**src/rtl/smem_ext_bridge_if.sv**
```systemverilog
// Nibble-bus handshake and SRAM external-access signals of smem_ext_bridge.
// Member names carry the direction prefix as seen from the bridge.
interface smem_ext_bridge_if #(
  parameter int ADDR_W = 12,
  parameter int DATA_W = 16,
  parameter int PIN_W  = 4
);
  logic              i_ext_valid;
  logic [PIN_W-1:0]  i_ext_data;
  logic              o_ext_ready;
  logic              o_ext_rvalid;
  logic [PIN_W-1:0]  o_ext_rdata;
  logic              o_busy;
  logic              o_smem_cen;
  logic              o_smem_wen;
  logic [ADDR_W-1:0] o_smem_addr;
  logic [DATA_W-1:0] o_smem_wdata;
  logic [DATA_W-1:0] i_smem_rdata;

  modport slave (
    input  i_ext_valid, i_ext_data, i_smem_rdata,
    output o_ext_ready, o_ext_rvalid, o_ext_rdata, o_busy,
           o_smem_cen, o_smem_wen, o_smem_addr, o_smem_wdata
  );

  modport master (
    output i_ext_valid, i_ext_data, i_smem_rdata,
    input  o_ext_ready, o_ext_rvalid, o_ext_rdata, o_busy,
           o_smem_cen, o_smem_wen, o_smem_addr, o_smem_wdata
  );
endinterface

```
**src/rtl/smem_ext_bridge.sv**
```systemverilog
// Pin-reduced nibble-bus bridge onto the scratch SRAM external-access port.
// Define SMEM_BRIDGE_BURST_EN to honour header burst lengths (auto-increment).
module smem_ext_bridge #(
  parameter int ADDR_W = 12,
  parameter int DATA_W = 16,
  parameter int PIN_W  = 4
) (
  input  logic              i_clk,
  input  logic              i_reset,
  input  logic              i_en,
  smem_ext_bridge_if.slave  io_bus
);
  localparam int ADDR_BEATS = ADDR_W / PIN_W;
  localparam int DATA_BEATS = DATA_W / PIN_W;
  localparam int MAX_BEATS  = (ADDR_BEATS > DATA_BEATS) ? ADDR_BEATS : DATA_BEATS;
  localparam int BEAT_W     = $clog2(MAX_BEATS) + 1;

  typedef enum logic [2:0] {
    ST_IDLE  = 3'd0,
    ST_ADDR  = 3'd1,
    ST_WDATA = 3'd2,
    ST_WRITE = 3'd3,
    ST_READ  = 3'd4,
    ST_RCAP  = 3'd5,
    ST_ROUT  = 3'd6
  } state_t;

  state_t              r_state;
  state_t              w_state_nx;
  logic                r_wr;
  logic [BEAT_W-1:0]   r_beat;
  logic [ADDR_W-1:0]   r_addr;
  logic [DATA_W-1:0]   r_wdata;
  logic [DATA_W-1:0]   r_rsh;
  logic                r_rvalid;
  logic                r_busy;
  logic                r_cen;
  logic                r_wen;
  logic                w_ready;
  logic                w_acc;
  logic                w_addr_last;
  logic                w_data_last;
  logic                w_more;

`ifdef SMEM_BRIDGE_BURST_EN
  logic [PIN_W-2:0]    r_len;
  logic [PIN_W-2:0]    r_wcnt;
  assign w_more = (r_wcnt != r_len);
`else
  assign w_more = 1'b0;
`endif

  assign w_ready     = i_en && (r_state == ST_IDLE || r_state == ST_ADDR || r_state == ST_WDATA);
  assign w_acc       = io_bus.i_ext_valid && w_ready;
  assign w_addr_last = (r_beat == BEAT_W'(ADDR_BEATS - 1));
  assign w_data_last = (r_beat == BEAT_W'(DATA_BEATS - 1));

  assign io_bus.o_ext_ready  = w_ready;
  assign io_bus.o_ext_rvalid = r_rvalid;
  assign io_bus.o_ext_rdata  = r_rsh[PIN_W-1:0];
  assign io_bus.o_busy       = r_busy;
  assign io_bus.o_smem_cen   = r_cen;
  assign io_bus.o_smem_wen   = r_wen;
  assign io_bus.o_smem_addr  = r_addr;
  assign io_bus.o_smem_wdata = r_wdata;

  // State register
  always_ff @(posedge i_clk or posedge i_reset) begin
    if (i_reset) begin
      r_state <= ST_IDLE;
    end else begin
      r_state <= w_state_nx;
    end
  end

  // Next-state decode; dropping i_en aborts any frame
  always_comb begin
    w_state_nx = r_state;
    if (!i_en) begin
      w_state_nx = ST_IDLE;
    end else begin
      case (r_state)
        ST_IDLE:  if (w_acc) w_state_nx = ST_ADDR; else w_state_nx = ST_IDLE;
        ST_ADDR:  if (w_acc && w_addr_last) w_state_nx = r_wr ? ST_WDATA : ST_READ;
                  else w_state_nx = ST_ADDR;
        ST_WDATA: if (w_acc && w_data_last) w_state_nx = ST_WRITE; else w_state_nx = ST_WDATA;
        ST_WRITE: if (w_more) w_state_nx = ST_WDATA; else w_state_nx = ST_IDLE;
        ST_READ:  w_state_nx = ST_RCAP;
        ST_RCAP:  w_state_nx = ST_ROUT;
        ST_ROUT:  if (w_data_last) w_state_nx = w_more ? ST_READ : ST_IDLE;
                  else w_state_nx = ST_ROUT;
        default:  w_state_nx = ST_IDLE;
      endcase
    end
  end

  // Datapath and registered outputs, decoded from the next state
  always_ff @(posedge i_clk or posedge i_reset) begin
    if (i_reset) begin
      r_wr     <= 1'b0;
      r_beat   <= {BEAT_W{1'b0}};
      r_addr   <= {ADDR_W{1'b0}};
      r_wdata  <= {DATA_W{1'b0}};
      r_rsh    <= {DATA_W{1'b0}};
      r_rvalid <= 1'b0;
      r_busy   <= 1'b0;
      r_cen    <= 1'b1;
      r_wen    <= 1'b1;
`ifdef SMEM_BRIDGE_BURST_EN
      r_len    <= {(PIN_W-1){1'b0}};
      r_wcnt   <= {(PIN_W-1){1'b0}};
`endif
    end else begin
      r_cen    <= !(w_state_nx == ST_WRITE || w_state_nx == ST_READ);
      r_wen    <= !(w_state_nx == ST_WRITE);
      r_rvalid <= (w_state_nx == ST_ROUT);
      r_busy   <= (w_state_nx != ST_IDLE);
      case (r_state)
        ST_IDLE: begin
          if (w_acc) begin
            r_wr  <= io_bus.i_ext_data[0];
`ifdef SMEM_BRIDGE_BURST_EN
            r_len <= io_bus.i_ext_data[PIN_W-1:1];
`endif
          end
        end
        ST_ADDR: begin
          if (w_acc) begin
            r_addr <= {io_bus.i_ext_data, r_addr[ADDR_W-1:PIN_W]};
            r_beat <= w_addr_last ? {BEAT_W{1'b0}} : r_beat + BEAT_W'(1);
          end
        end
        ST_WDATA: begin
          if (w_acc) begin
            r_wdata <= {io_bus.i_ext_data, r_wdata[DATA_W-1:PIN_W]};
            r_beat  <= w_data_last ? {BEAT_W{1'b0}} : r_beat + BEAT_W'(1);
          end
        end
        ST_WRITE: begin
`ifdef SMEM_BRIDGE_BURST_EN
          if (w_more) begin
            r_addr <= r_addr + ADDR_W'(1);
            r_wcnt <= r_wcnt + (PIN_W-1)'(1);
          end
`endif
        end
        ST_READ: begin
        end
        ST_RCAP: begin
          r_rsh <= io_bus.i_smem_rdata;
        end
        ST_ROUT: begin
          r_rsh  <= r_rsh >> PIN_W;
          r_beat <= w_data_last ? {BEAT_W{1'b0}} : r_beat + BEAT_W'(1);
`ifdef SMEM_BRIDGE_BURST_EN
          if (w_data_last && w_more) begin
            r_addr <= r_addr + ADDR_W'(1);
            r_wcnt <= r_wcnt + (PIN_W-1)'(1);
          end
`endif
        end
        default: begin
        end
      endcase
      // Every return to idle discards partial progress
      if (w_state_nx == ST_IDLE) begin
        r_beat <= {BEAT_W{1'b0}};
        r_rsh  <= {DATA_W{1'b0}};
`ifdef SMEM_BRIDGE_BURST_EN
        r_wcnt <= {(PIN_W-1){1'b0}};
`endif
      end
    end
  end
endmodule

```
**src/flat_wrapper.sv**
```systemverilog
// flat-port wrapper written by rule: the top's interface ports become plain ports
module smem_ext_bridge_flat 
#(
  parameter int ADDR_W = 12,
  parameter int DATA_W = 16,
  parameter int PIN_W  = 4
)
  (i_clk, i_reset, i_en, io_bus_i_ext_valid, io_bus_i_ext_data, io_bus_i_smem_rdata, io_bus_o_ext_ready, io_bus_o_ext_rvalid, io_bus_o_ext_rdata, io_bus_o_busy, io_bus_o_smem_cen, io_bus_o_smem_wen, io_bus_o_smem_addr, io_bus_o_smem_wdata);
  smem_ext_bridge_if #(.ADDR_W(ADDR_W), .DATA_W(DATA_W), .PIN_W(PIN_W)) io_bus_i ();
  input  logic i_clk;
  input  logic i_reset;
  input  logic i_en;
  input wire logic [$bits(io_bus_i.i_ext_valid)-1:0] io_bus_i_ext_valid;
  input wire logic [$bits(io_bus_i.i_ext_data)-1:0] io_bus_i_ext_data;
  input wire logic [$bits(io_bus_i.i_smem_rdata)-1:0] io_bus_i_smem_rdata;
  output wire logic [$bits(io_bus_i.o_ext_ready)-1:0] io_bus_o_ext_ready;
  output wire logic [$bits(io_bus_i.o_ext_rvalid)-1:0] io_bus_o_ext_rvalid;
  output wire logic [$bits(io_bus_i.o_ext_rdata)-1:0] io_bus_o_ext_rdata;
  output wire logic [$bits(io_bus_i.o_busy)-1:0] io_bus_o_busy;
  output wire logic [$bits(io_bus_i.o_smem_cen)-1:0] io_bus_o_smem_cen;
  output wire logic [$bits(io_bus_i.o_smem_wen)-1:0] io_bus_o_smem_wen;
  output wire logic [$bits(io_bus_i.o_smem_addr)-1:0] io_bus_o_smem_addr;
  output wire logic [$bits(io_bus_i.o_smem_wdata)-1:0] io_bus_o_smem_wdata;
  assign io_bus_i.i_ext_valid = io_bus_i_ext_valid;
  assign io_bus_i.i_ext_data = io_bus_i_ext_data;
  assign io_bus_i.i_smem_rdata = io_bus_i_smem_rdata;
  assign io_bus_o_ext_ready = io_bus_i.o_ext_ready;
  assign io_bus_o_ext_rvalid = io_bus_i.o_ext_rvalid;
  assign io_bus_o_ext_rdata = io_bus_i.o_ext_rdata;
  assign io_bus_o_busy = io_bus_i.o_busy;
  assign io_bus_o_smem_cen = io_bus_i.o_smem_cen;
  assign io_bus_o_smem_wen = io_bus_i.o_smem_wen;
  assign io_bus_o_smem_addr = io_bus_i.o_smem_addr;
  assign io_bus_o_smem_wdata = io_bus_i.o_smem_wdata;
  smem_ext_bridge #(.ADDR_W(ADDR_W), .DATA_W(DATA_W), .PIN_W(PIN_W)) u_core (.i_clk(i_clk), .i_reset(i_reset), .i_en(i_en), .io_bus(io_bus_i));
endmodule
```
**config.mk**
```make
export PLATFORM = sky130hd
export DESIGN_NAME = smem_ext_bridge_flat
export DESIGN_NICKNAME = d
export VERILOG_FILES = /design/src/rtl/smem_ext_bridge_if.sv /design/src/rtl/smem_ext_bridge.sv /design/src/flat_wrapper.sv
export SDC_FILE = /design/constraint.sdc
export NUM_CORES = 1
export LEC_CHECK = 0
export CAP_MARGIN = 20
export CORE_UTILIZATION = 39
export CTS_CLUSTER_DIAMETER = 120
export DETAILED_ROUTE_END_ITERATION = 10
export MAX_ROUTING_LAYER = met4
export PLACE_DENSITY = 0.76
export SYNTH_ARGS = -nofsm -noshare
export SYNTH_HDL_FRONTEND = slang
export SYNTH_SLANG_ARGS = --single-unit
```
**constraint.sdc**
```tcl
create_clock -name i_clk -period 1.55 [get_ports i_clk]
set_input_delay 0.31 -clock i_clk [delete_from_list [all_inputs] [get_ports i_clk]]
set_output_delay 0.31 -clock i_clk [all_outputs]
set_load 0.01 [all_outputs]
```
Run 1, routing congestion:
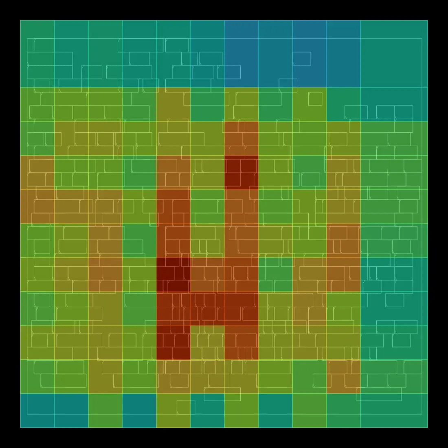
GR peak layer: met2
Final Util: 60.4%
Wirelength per Cell: 15.5 um
M1 GR Usage: 20.6%
global-route usage over all layers: 18.1%

Run 1, sequential cells grouped by signal name:
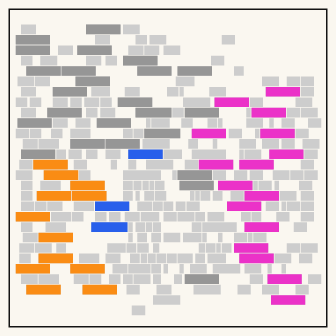
| color | name in the netlist | placed flops |
|---|---|---|
| blue | u_core.r_state | 3 |
| magenta | u_core.r_rsh | 16 |
| orange | u_core.io_bus.o_smem_addr | 12 |
not colored: 24

Run 1, clock distribution:
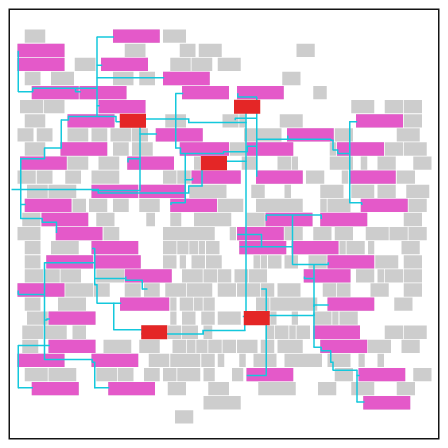
[red] clock drivers | count: 5
[magenta] flip-flops | count: 55
[cyan] clock wires | length: 620 um
routed clock nets: 6
flops lie: widely spread
clock share of power: 25.1%
Clock Power: 820 uW
clk_lat worst skew: 320 ps

==> flow_metrics.py, run 1 <==
# Synthesis and PnR figures
metrics = {
    "sta": {
        "finalSetupViolCount": 30,
        "slew_headroom_pct": 66.8,
        "grt_setup_unrepaired": "true",
        "hold_violations": 0,
        "worst_slack_ps": -136,
        "timing.hold.ws_ps": 269,
    },
    "place": {
        "port_buffers": 60,
        "hpwlAfterDp_um": 3800,
    },
    "synthesis": {
        "ys_ff": 55,
        "synth.avg_cell_area_um2": 12.9,
        "yosysWarnings": 0,
    },
    "setup_path": {
        "endpoint_kind": "flip-flop",
        "rrSetupSlack_ps": -140,
        "worst_setup_path_start_kind": "flip-flop",
    },
    "detailed_routing": {
        "via_per_inst": 5.13,
    },
    "outcome": {
        "status": "finished, violations left",
        "violations": "setup timing",
    },
    "clock_network": {
        "cts_tree": "built",
        "cts.sinks": 55,
    },
    "floorplan": {
        "dieHeight_um": 82.6,
    },
    "job": {
        "warnings": 31,
    },
    "layout": {
        "synthToLayoutAreaGrowth_pct": 45.5,
        "fillers": 506,
    },
}
-- run 1: cells in the final DEF, fill, tap and decap left out, types with 3 or more instances in the layout --
master and count:
dfrtp_1 52, clkdlybuf4s50_1 25, buf_4 22, mux2_2 21
dlygate4sd2_1 21, mux2i_1 18, nor2_1 16, a211oi_2 13
dlymetal6s2s_1 13, mux2_4 8, inv_1 6, buf_12 6
clkbuf_8 5, nand2_1 4, nor3_2 4, a211oi_1 4
o21ai_0 3
-- run 1: registers in the layout, indices dropped and copies added, names as in the netlist --
register and flops:
u_core.io_bus.o_smem_addr 12, u_core.io_bus.o_smem_wdata 16, u_core.r_wr 1, u_core.io_bus.o_ext_rvalid 1, u_core.io_bus.o_smem_wen 1, u_core.io_bus.o_busy 1
u_core.r_beat 3, u_core.r_state 3, u_core.io_bus.o_smem_cen 1, u_core.r_rsh 16
-- run 1: critical path, stage by stage, from the launching register on --
cell and delay [ps]:
dfrtp_1 410, ha_4 160, ha_4 150, nand2b_4 60
a2111oi_4 360, a211oi_2 90, buf_12 180, a211oi_1 180
-- run 1: final cells by class --
cell class / count / area [um2] / share of cell area (%)
Tap cell: 75 / 93.8 / 2.55
Timing Repair Buffer: 90 / 910 / 24.7
Inverter: 7 / 30.0 / 0.815
Sequential cell: 55 / 1380 / 37.5
Clock buffer: 5 / 68.8 / 1.87
Multi-Input combinational cell: 120 / 1180 / 32.0
Clock inverter: 3 / 25.0 / 0.679
-- run 1: report_power, final --
part           leakage, uW  internal, uW  total, uW  switching [uW]
logic              0.00123           461        758             296
clock network    0.0000443           324        820             496
registers         0.000732          1590       1690             106
-- run 1: Yosys cell counts, types with 3 or more instances --
| cell | n | area [um2] |
|---|---|---|
| dfrtp_1 | 53 | 1330 |
| mux2_2 | 29 | 327 |
| mux2i_1 | 18 | 180 |
| nor2_1 | 16 | 60.1 |
| a211oi_1 | 15 | 113 |
| buf_4 | 9 | 67.6 |
| inv_1 | 7 | 26.3 |
| nand2_1 | 6 | 22.5 |
| nor3_1 | 5 | 25.0 |
| ha_1 | 4 | 50.1 |
| buf_6 | 3 | 33.8 |
| o21ai_0 | 3 | 15.0 |
-- run 1: layer usage --
metal / part of all wire, % / wire, um / global-route usage, % / up-vias
met1: 42 / 2340 / 20.6 / 896
met3: 7.4 / 409 / 5.93 / 8
met4: 1.3 / 74 / 4.66 / 0
met2: 49 / 2690 / 30.8 / 58
met5: 0 / 0 / - / -
li1: - / - / - / 860
-- run 1: cells by family after synthesis --
family                     count (synthesis)
AOI/OAI and AO/OA                         29
and+or+nand+nor                           39
DFF                                       55
adders and majority gates                  4
buffers and inverters                     22
muxes                                     47
-- run 1: repair_timing --
item,4_1_cts,5_1_grt
resized,44,23
setup endpoints to repair,56,65
setup buffers,4,2
pin swaps,5,5
hold endpoints to repair,0,0
gates cloned,1,0
-- run 1: per-stage QoR --
stage          cells  TNS (ps)  power (uW)  utilization, %
2_1_floorplan    196      -288        2000               -
3_3_place_gp     340    -17580        2450            56.1
3_5_place_dp     340    -18560        2460            56.1
4_1_cts          353     -3620        3310            58.9
5_1_grt          355     -5070        3420            60.4
6_report         355     -2410        3270            60.4
## Run 2: what changed since run 1
--- a/config.mk
+++ b/config.mk
@@ -9,6 +9,7 @@
 export CORE_UTILIZATION = 39
 export CTS_CLUSTER_DIAMETER = 120
 export DETAILED_ROUTE_END_ITERATION = 10
+export GPL_TIMING_DRIVEN = 1
 export MAX_ROUTING_LAYER = met4
 export PLACE_DENSITY = 0.76
 export SYNTH_ARGS = -nofsm -noshare
Run 2, cells colored by class:
Scale bar: 20 um.
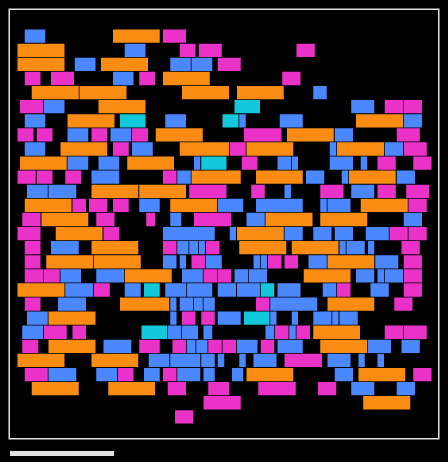
| color | class | cells | share of their area |
|---|---|---|---|
| cyan | clock drivers and dummy loads | 8 | 2.6% |
| orange | flops | 55 | 38% |
| magenta | other buffers and delay cells | 90 | 25% |
| blue | combinational and other logic | 127 | 34% |

Run 2, power grid:
Pins as bars on the die edge. Tap cells in gray.
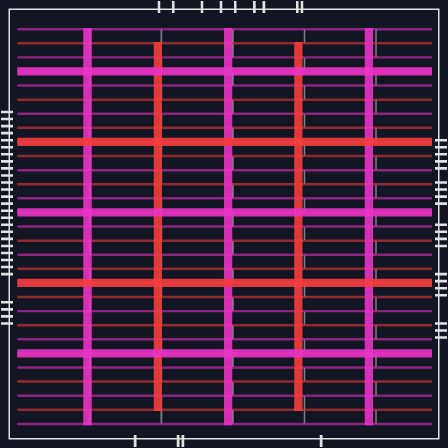
| color | net |
|---|---|
| magenta | VSS |
| red | VDD |
met1 rails: 29
signal pins: 61
tap cells: 75
rows: 28
Die X: 82.6 um
Max VDD drop: 726 uV
Core Box Area: 0.00610 mm2
Die H: 82.6 um

Run 2, clock distribution:
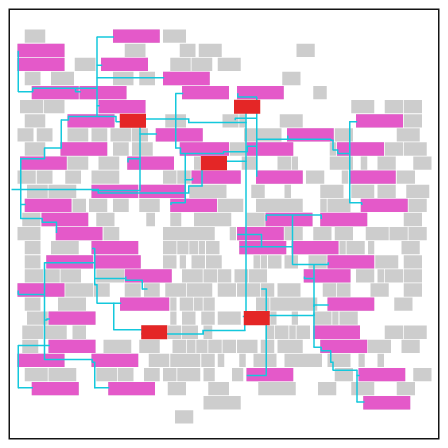
[red] clock drivers | count: 5
[magenta] flip-flops | count: 55
[cyan] clock wires | length: 620 um
routed clock nets: 6
skew final: 8.27 ps

==> run 2 against run 1 <==
  * The flow still finishes with violations (setup timing)
  * Core utilization stayed put
  * Total power stayed put
  * Largest power group unchanged
  * Worst hold slack stayed put
  * Sequential power hardly changed
  * Clock power hardly changed
  * First-iteration DRC count stayed put
  * Sequential share of layout area stayed put
  * Design area stayed put
  * Setup slack stayed put
  * Clock skew stayed put
  * Maximum frequency stayed put
==> flow_metrics.py, run 2 <==
# Synthesis and PnR figures
metrics = {
    "synthesis": {
        "ys_ff": 55,
        "synthTopCellsByCount": "dfrtp_1, mux2_2, mux2i_1",
        "synth.avg_cell_area_um2": 12.9,
        "yosysWarnings": 0,
        "area_leaders": "dfrtp_1, mux2_2, mux2i_1",
    },
    "setup_path": {
        "worst_setup_path_start_kind": "flip-flop",
        "crit_chain": "ha_4, ha_4, nand2b_4, a2111oi_4, a211oi_2, buf_12, a211oi_1",
        "max_stage_delay_ps": 410,
    },
    "global_routing": {
        "track_usage_pct": 18.1,
    },
    "sta": {
        "finalSetupViolCount": 30,
        "hold_violations": 0,
        "worst_slack_ps": -136,
        "grt_setup_unrepaired": "true",
        "slew_headroom_pct": 66.8,
    },
    "detailed_routing": {
        "wl_per_cell_um": 15.5,
        "wl_met2_um": 2690,
    },
    "clock_network": {
        "cts.sinks": 55,
        "cts_tree": "built",
        "insertion_delay_ps": 320,
    },
    "place": {
        "dp.cells": 340,
        "hpwlAfterDp_um": 3800,
        "port_buffers": 60,
    },
    "outcome": {
        "violations": "setup timing",
        "status": "finished, violations left",
    },
    "layout": {
        "synthToLayoutAreaGrowth_pct": 45.5,
        "final_cell_mix": "dfrtp_1, clkdlybuf4s50_1, buf_4, mux2_2, dlygate4sd2_1",
    },
}
[run 2: cell counts in the layout (fill, tap and decap cells not counted)]
Identical to the previous run, type by type.
[run 2: through the flow]
stage               power [uW]  worst slack [ps]
finish                    3270              -136
global route              3420              -209
CTS                       3310              -190
detailed placement        2460              -444
global placement          2450              -421
floorplan                 2000             -33.3
[run 2: worst max-delay path by stage]
stage / start / endpoint / slack (ps) / depth (start not counted)
2_1_floorplan: u_core.r_beat[0] / u_core.r_beat[2] / -30 / 7
4_1_cts: u_core.r_beat[1] / u_core.r_rsh[15] / -190 / 7
5_1_grt: u_core.r_beat[1] / u_core.r_beat[2] / -210 / 7
3_5_place_dp: i_en / u_core.r_rsh[7] / -440 / 7
3_3_place_gp: i_en / io_bus_o_ext_ready / -420 / 4
6_report: u_core.r_beat[1] / u_core.r_rsh[8] / -140 / 7
[run 2: area by class of cell]
class                           instances  area [um2]
Clock buffer                            5        68.8
Clock inverter                          3        25.0
Fill cell                             506        2410
Inverter                                7        30.0
Multi-Input combinational cell        120        1180
Sequential cell                        55        1380
Tap cell                               75        93.8
Timing Repair Buffer                   90         910
[run 2: cells by family after synthesis]
kind of cell | count (synthesis)
muxes | 47
AOI/OAI and AO/OA | 29
adders and majority gates | 4
DFF | 55
buffers and inverters | 22
and+or+nand+nor | 39
[run 2: per-layer routing]
| layer | up-vias | GRT usage [%] |
|---|---|---|
| met4 | 0 | 4.66 |
| met2 | 58 | 30.8 |
| met3 | 8 | 5.93 |
| met5 | - | - |
| li1 | 860 | - |
| met1 | 896 | 20.6 |
[run 2: what timing repair did]
| item | in CTS | in global routing |
|---|---|---|
| pin swaps | 5 | 5 |
| hold buffers | 0 | 0 |
| gates cloned | 1 | 0 |
| buffers inserted | 4 | 2 |
| gates resized | 44 | 23 |
| setup endpoints to repair | 56 | 65 |
[run 2: where the power goes]
| group | switching [uW] | internal, uW |
|---|---|---|
| sequential | 106 | 1590 |
| clock | 496 | 324 |
| combinational | 296 | 461 |
| total | 898 | 2370 |
Run 2, routing congestion:
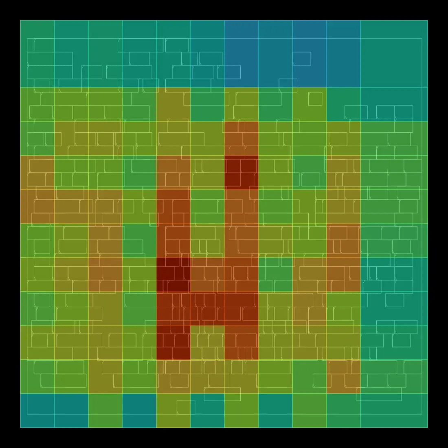

## Run 3: what changed since run 2
--- a/config.mk
+++ b/config.mk
@@ -10,8 +10,8 @@
 export CTS_CLUSTER_DIAMETER = 120
 export DETAILED_ROUTE_END_ITERATION = 10
 export GPL_TIMING_DRIVEN = 1
-export MAX_ROUTING_LAYER = met4
 export PLACE_DENSITY = 0.76
+export SLEW_MARGIN = 30
 export SYNTH_ARGS = -nofsm -noshare
 export SYNTH_HDL_FRONTEND = slang
 export SYNTH_SLANG_ARGS = --single-unit
Run 3, routing congestion:
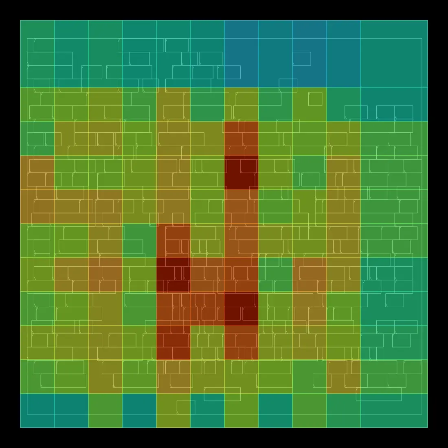
global-route usage over all layers: 17.6%
M2 GR Usage: 30.6%
M1 GR Usage: 20.3%
met3 Use GR: 6.70%
Wirelength per Cell: 15.5 um

Run 3, clock distribution:
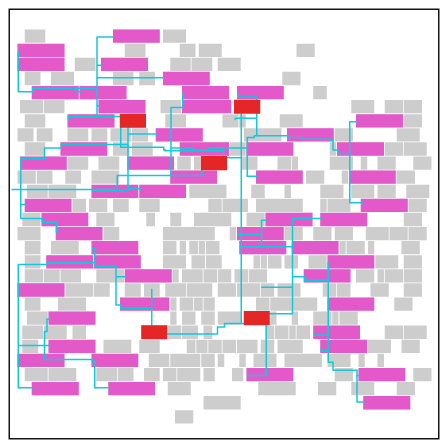
[red] clock drivers | count: 5
[cyan] clock wires | length: 618 um
[magenta] flip-flops | count: 55
routed clock nets: 6
flops lie: widely spread
skew final: 11.2 ps
Clock Power: 818 uW

==> run 3 against run 2 <==
  * The run still ends with setup timing left
  * Non-clock buffer count decreased by 1
  * Global-route usage fell by 0.51 points
  * Largest power group unchanged
  * Design area about the same
  * Synthesized area stayed put
  * Clock skew grew 2.9 ps
  * Critical path type unchanged
  * Worst hold slack gained 1.6 ps
  * Flip-flop count is the same
  * Critical path depth unchanged
  * Synthesized cell count did not move
  * Die area stayed put
  * Via count fell by 0.55%
  * Wire length fell by 0.15%
==> flow_metrics.py, run 3 <==
# Synthesis and PnR figures
metrics = {
    "outcome": {
        "status": "finished, violations left",
        "violations": "setup timing",
    },
    "layout": {
        "logic_area_mm2": 0.00118,
        "regArea_mm2": 0.00138,
        "lay_top_count": "dfrtp_1",
        "fillers": 510,
        "synthToLayoutAreaGrowth_pct": 45.4,
        "utilization_pct": 60.4,
        "final_cell_mix": "dfrtp_1, clkdlybuf4s50_1, mux2_2, dlygate4sd2_1, buf_4",
    },
    "detailed_routing": {
        "via_per_inst": 5.12,
    },
    "setup_path": {
        "max_stage_delay_ps": 410,
        "crit_chain": "ha_4, ha_4, nand2b_4, a2111oi_4, a211oi_2, buf_12, a211oi_1",
        "cp_top_family": "AND-OR/OR-AND gates",
        "rrSetupSlack_ps": -120,
        "endpoint_kind": "flip-flop",
        "critPathBufInv": 1,
        "path_common_cell": "ha_4",
        "worst_setup_path_start_kind": "flip-flop",
        "startpoint": "u_core.r_beat[1]",
        "critPathSlowestCell": "dfrtp_1",
    },
    "synthesis": {
        "synth.avg_cell_area_um2": 12.9,
        "synth_top_area_share_pct": 52.4,
        "area_leaders": "dfrtp_1, mux2_2, mux2i_1",
        "yosysWarnings": 0,
        "ys_ff": 55,
        "synth_area_leader_cell": "dfrtp_1",
    },
    "sta": {
        "worst_slack_ps": -120,
        "slew_headroom_pct": 66.7,
        "hold_violations": 0,
        "finalSetupViolCount": 30,
    },
    "floorplan": {
        "core_mm2": 0.00610,
        "die_x_um": 82.6,
        "dieHeight_um": 82.6,
    },
    "clock_network": {
        "cts_tree": "built",
        "cts.sinks": 55,
    },
    "place": {
        "hpwlAfterDp_um": 3800,
        "port_buffers": 60,
    },
    "job": {
        "warnings": 31,
    },
    "power": {
        "total_power_uw": 3260,
    },
}
Run 3, power grid:
Pins as bars on the die edge. Tap cells in gray.
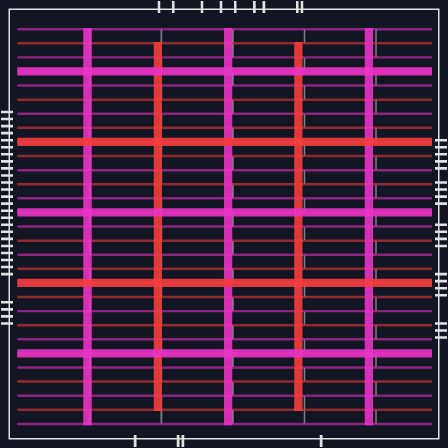
| color | net |
|---|---|
| red | VDD |
| magenta | VSS |
tap cells: 75
rows: 28
signal pins: 61
met4 straps: 5
met5 straps: 5
Max VDD drop: 728 uV

[run 3: cell counts after synthesis]
Identical to the previous run, type by type.
[run 3: logic make-up (layout without fill, tap and decap cells)]
family	after synthesis	in the layout	synth area share [%]
simple gates	39	40	8.40
flops	55	55	54.4
mux	47	47	20.0
buf+inv	22	104	5.58
compound gates	29	29	9.58
fa+ha+maj	4	4	1.98
[run 3: layer usage]
layer	GRT usage (%)	part of all wire (%)	vias to the layer above
met5	0	0	-
met4	4.66	1.3	0
met3	6.70	8.4	5
met2	30.6	49	56
met1	20.3	41	899
li1	-	-	852
[run 3: repair_timing]
item / 4_1_cts / 5_1_grt
pin swaps: 5 / 5
endpoints found under the setup margin: 56 / 65
resized: 44 / 24
setup buffers: 4 / 1
hold endpoints to repair: 0 / 0
gates cloned: 1 / 0
[run 3: how the worst max path moves through the flow]
stage	to	slack (ps)	cells past startpoint
final	u_core.r_rsh[8]	-120	7
after global routing	u_core.r_rsh[11]	-210	7
after CTS	u_core.r_rsh[15]	-190	7
after detailed placement	u_core.r_rsh[7]	-440	7
after global placement	io_bus_o_ext_ready	-420	4
after floorplan	u_core.r_beat[2]	-30	7
[run 3: cell type report]
cell class	count	area share [%]
flip-flops and latches	55	37.5
multi-input cells	120	32.0
repair buffers	89	24.6
well taps	75	2.55
clock buffers	5	1.87
inverters	7	0.815
clock inverters	3	0.680
[run 3: stage by stage]
stage | TNS [ps] | setup WS [ps] | instances | cell area (um2) | hold slack (ps)
5_1_grt | -4920 | -207 | 354 | 3680 | 267
3_3_place_gp | -17580 | -421 | 340 | 3420 | 490
6_report | -2090 | -120 | 354 | 3680 | 271
2_1_floorplan | -288 | -33.3 | 196 | 2590 | 383
4_1_cts | -3620 | -190 | 353 | 3590 | 273
3_5_place_dp | -18560 | -444 | 340 | 3420 | 496
[run 3: power by group]
group          internal (uW)  leakage, uW  switching (uW)  total, uW
sequential              1590     0.000732             107       1690
combinational            456      0.00123             294        750
clock                    324    0.0000443             494        818
total                   2370      0.00200             895       3260
No activity file was given, so power comes from the tool's default toggle rates.
